===== src/rtl/cdc_channel_arbiter.sv =====
// Round-robin arbiter feeding the source side of a toggle CDC channel.
// Holds one word at a time, with a stall watchdog and transfer counters.
module cdc_channel_arbiter #(
  parameter int NUM_REQ        = 4,
  parameter int DATA_WIDTH     = 32,
  parameter int ID_WIDTH       = 2,
  parameter int TIMEOUT_CYCLES = 1024,
  parameter int CNT_WIDTH      = 16
) (
  input  logic                           clk,
  input  logic                           rst_n,
  input  logic [NUM_REQ-1:0]             req_valid,
  input  logic [NUM_REQ*DATA_WIDTH-1:0]  req_data,
  output logic [NUM_REQ-1:0]             req_ready,
  input  logic [NUM_REQ-1:0]             cfg_enable,
  output logic [ID_WIDTH+DATA_WIDTH-1:0] cdc_data,
  output logic                           cdc_valid,
  input  logic                           cdc_ready,
  output logic                           busy,
  output logic                           timeout_err,
  output logic [CNT_WIDTH-1:0]           xfer_count,
  output logic [CNT_WIDTH-1:0]           drop_count
);

  localparam logic S_IDLE  = 1'b0;
  localparam logic S_ISSUE = 1'b1;
  localparam int   WD_W    = $clog2(TIMEOUT_CYCLES);
  localparam logic [WD_W-1:0] WD_MAX = WD_W'(TIMEOUT_CYCLES - 1);

  logic                           r_state;
  logic [ID_WIDTH-1:0]            r_ptr;
  logic [ID_WIDTH+DATA_WIDTH-1:0] r_hold;
  logic                           r_valid;
  logic [WD_W-1:0]                r_wd;
  logic                           r_terr;
  logic [CNT_WIDTH-1:0]           r_xfer;
  logic [CNT_WIDTH-1:0]           r_drop;

  logic [NUM_REQ-1:0]   w_elig;
  logic [2*NUM_REQ-1:0] w_dbl;
  logic [NUM_REQ-1:0]   w_rot;
  logic                 w_found;
  logic [ID_WIDTH-1:0]  w_off;
  logic [ID_WIDTH:0]    w_sum;
  logic [ID_WIDTH-1:0]  w_gnt;
  logic [ID_WIDTH-1:0]  w_ptr_nxt;
  logic [DATA_WIDTH-1:0] w_payload;
  logic                 w_hs;
  logic                 w_accept;

  // Rotate so bit 0 is the pointer position, then take the lowest set bit.
  always_comb begin
    w_elig  = req_valid & cfg_enable;
    w_dbl   = {w_elig, w_elig} >> r_ptr;
    w_rot   = w_dbl[NUM_REQ-1:0];
    w_found = |w_rot;
    w_off   = '0;
    for (int k = NUM_REQ - 1; k >= 0; k--) begin
      if (w_rot[k]) w_off = k[ID_WIDTH-1:0];
    end
    w_sum = {1'b0, r_ptr} + {1'b0, w_off};
    if (w_sum >= (ID_WIDTH+1)'(NUM_REQ))
      w_sum = w_sum - (ID_WIDTH+1)'(NUM_REQ);
    w_gnt = w_sum[ID_WIDTH-1:0];
    if (w_gnt == ID_WIDTH'(NUM_REQ - 1))
      w_ptr_nxt = '0;
    else
      w_ptr_nxt = w_gnt + ID_WIDTH'(1);
    w_payload = req_data[w_gnt*DATA_WIDTH +: DATA_WIDTH];
  end

  assign w_accept  = (r_state == S_IDLE) && w_found;
  assign w_hs      = r_valid && cdc_ready;
  assign req_ready = w_accept ? (NUM_REQ'(1) << w_gnt) : '0;

  always_ff @(posedge clk) begin
    if (!rst_n) begin
      r_state <= S_IDLE;
      r_ptr   <= '0;
      r_hold  <= '0;
      r_valid <= 1'b0;
      r_wd    <= '0;
      r_terr  <= 1'b0;
      r_xfer  <= '0;
      r_drop  <= '0;
    end else begin
      unique case (r_state)
        S_IDLE: begin
          if (w_found) begin
            r_hold  <= {w_gnt, w_payload};
            r_ptr   <= w_ptr_nxt;
            r_wd    <= '0;
            r_valid <= 1'b1;
            r_state <= S_ISSUE;
          end
        end
        S_ISSUE: begin
          // A handshake on the watchdog's last cycle still wins.
          if (w_hs) begin
            r_xfer  <= r_xfer + CNT_WIDTH'(1);
            r_valid <= 1'b0;
            r_state <= S_IDLE;
          end else if (r_wd == WD_MAX) begin
            r_terr  <= 1'b1;
            if (r_drop != '1) r_drop <= r_drop + CNT_WIDTH'(1);
            r_valid <= 1'b0;
            r_state <= S_IDLE;
          end else begin
            r_wd <= r_wd + WD_W'(1);
          end
        end
        default: r_state <= S_IDLE;
      endcase
    end
  end

  assign cdc_data    = r_hold;
  assign cdc_valid   = r_valid;
  assign busy        = (r_state != S_IDLE);
  assign timeout_err = r_terr;
  assign xfer_count  = r_xfer;
  assign drop_count  = r_drop;

endmodule


===== config.mk =====
export PLATFORM = sky130hd
export DESIGN_NAME = cdc_channel_arbiter
export DESIGN_NICKNAME = d
export VERILOG_FILES = /design/src/rtl/cdc_channel_arbiter.sv
export SDC_FILE = /design/constraint.sdc
export NUM_CORES = 1
export LEC_CHECK = 0
export CORE_ASPECT_RATIO = 1.25
export CORE_MARGIN = 2
export CORE_UTILIZATION = 38
export DETAILED_ROUTE_END_ITERATION = 10
export GPL_ROUTABILITY_DRIVEN = 0
export HOLD_SLACK_MARGIN = 0.02
export PLACE_DENSITY = 0.87
export SETUP_SLACK_MARGIN = 0.5
export SYNTH_ARGS = -nofsm -noshare
export SYNTH_HDL_FRONTEND = slang
export SYNTH_SLANG_ARGS = --single-unit

===== constraint.sdc =====
create_clock -name clk -period 2.45 [get_ports clk]
set_input_delay 0.245 -clock clk [delete_from_list [all_inputs] [get_ports clk]]
set_output_delay 0.245 -clock clk [all_outputs]
set_load 0.03 [all_outputs]

==> flow_summary.rst <==
Physical design figures
=======================

.. list-table::
   :header-rows: 1

   * - Metric
     - Value
   * - Outcome
     - finished with violations
   * - Violated checks
     - negative setup slack
   * - Routed vias/inst
     - 5.92
   * - Critical path arrival
     - 2.75 ns
   * - Number of port buffers
     - 211
   * - Maxcap violations
     - 0
   * - Number of OpenROAD warnings
     - 29
   * - Total length of routed wires
     - 19.2 mm
   * - Met3 routed wirelength
     - 1.38 mm
   * - Gate count of the mapped netlist
     - 547
   * - DR top layer
     - met4
   * - Final-layout setup total negative slack
     - -0.798 ns
   * - Wire length of the first global-routing pass
     - 28.7 mm
   * - Count of library flops with an enable pin
     - 0
   * - Met1 track utilization from global routing
     - 0.281
   * - Die Y
     - 128 µm
   * - Number of tap instances
     - 164
   * - Top-count cell post-synth
     - sky130_fd_sc_hd__dfxtp_1
   * - Highest attainable clock frequency
     - 390 MHz
   * - Capture point of the worst path
     - cdc_data[30]
   * - Total global routing overflow
     - 0
   * - Worst-path cell with the longest stage delay
     - sky130_fd_sc_hd__dfxtp_4
   * - Cell class with the largest area share
     - combinational gates
   * - Critical register-to-register path endpoint
     - cdc_data[30]
   * - Maximum single-stage delay on the critical path
     - 0.39 ns
   * - Number of setup violations in the final report
     - 19
   * - Max Buffers Root-to-Sink
     - 2
   * - Initial antenna violation count
     - 0
   * - And+or+nand+nor area frac
     - 0.253
   * - Fin worst setup slack
     - -0.116 ns
   * - DRC violations left
     - 0
   * - Count of hold-fix buffers inserted at cts
     - 0
   * - Worst-path maximum fanout
     - 6
   * - Post-CTS Resized
     - 44
   * - Final-layout fill cell count
     - 883
   * - Area taken by flip-flops and latches
     - 1630 µm²
   * - Average instance area after synthesis
     - 8.61 µm²
   * - Antenna cell count
     - 0
   * - Area delta synth->final
     - 78.4%
   * - Smallest hold slack
     - 0.450 ns
   * - Area of the core
     - 12100 µm²
   * - Cell type contributing the most total cell area after synthesis
     - sky130_fd_sc_hd__dfxtp_1
   * - Start-to-end type of the worst setup path
     - flip-flop to flip-flop
   * - Fraction of synthesized area in multiplexers
     - 0.0779
-- sequential cells by signal (all words and copies together), names as in the netlist --
signal       cells
cdc_valid        1
timeout_err      1
cdc_data        34
r_wd            10
busy             1
xfer_count      16
r_ptr            2
drop_count      16
-- where the power goes --
part	internal (µW)	leakage [µW]	switching [µW]
clock network	696	0.000134	590
logic	1520	0.00220	1450
registers	1510	0.000662	178
total	3730	0.00299	2220
-- metrics by stage --
step	setup slack (ns)	utilization	instance area, µm²
after CTS	-0.128	0.667	8070
after global routing	-0.198	0.694	8400
after global placement	-0.208	0.608	7350
after floorplan	0.108	-	4870
after detailed placement	-0.364	0.608	7350
final	-0.116	0.694	8400
**Metal 1**

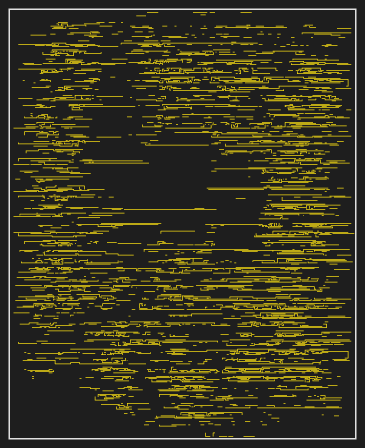
wire length on this layer: 7100 µm
share of all routed wire: 37%
longest straight run: 31.3 µm
main direction: horizontal
nets with wire on the layer: 846

**Wires at chosen ports, followed through buffers**

Bar = 20 µm.
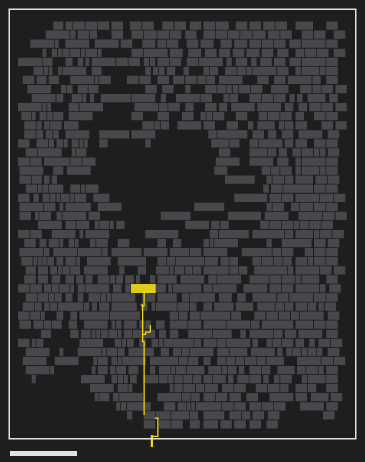
| color | port | bits | direction | end cells | wire |
|---|---|---|---|---|---|
| yellow | cdc_valid | 1 | output | 1 | 55.4 µm |

No activity file was given, so power comes from the tool's default toggle rates.
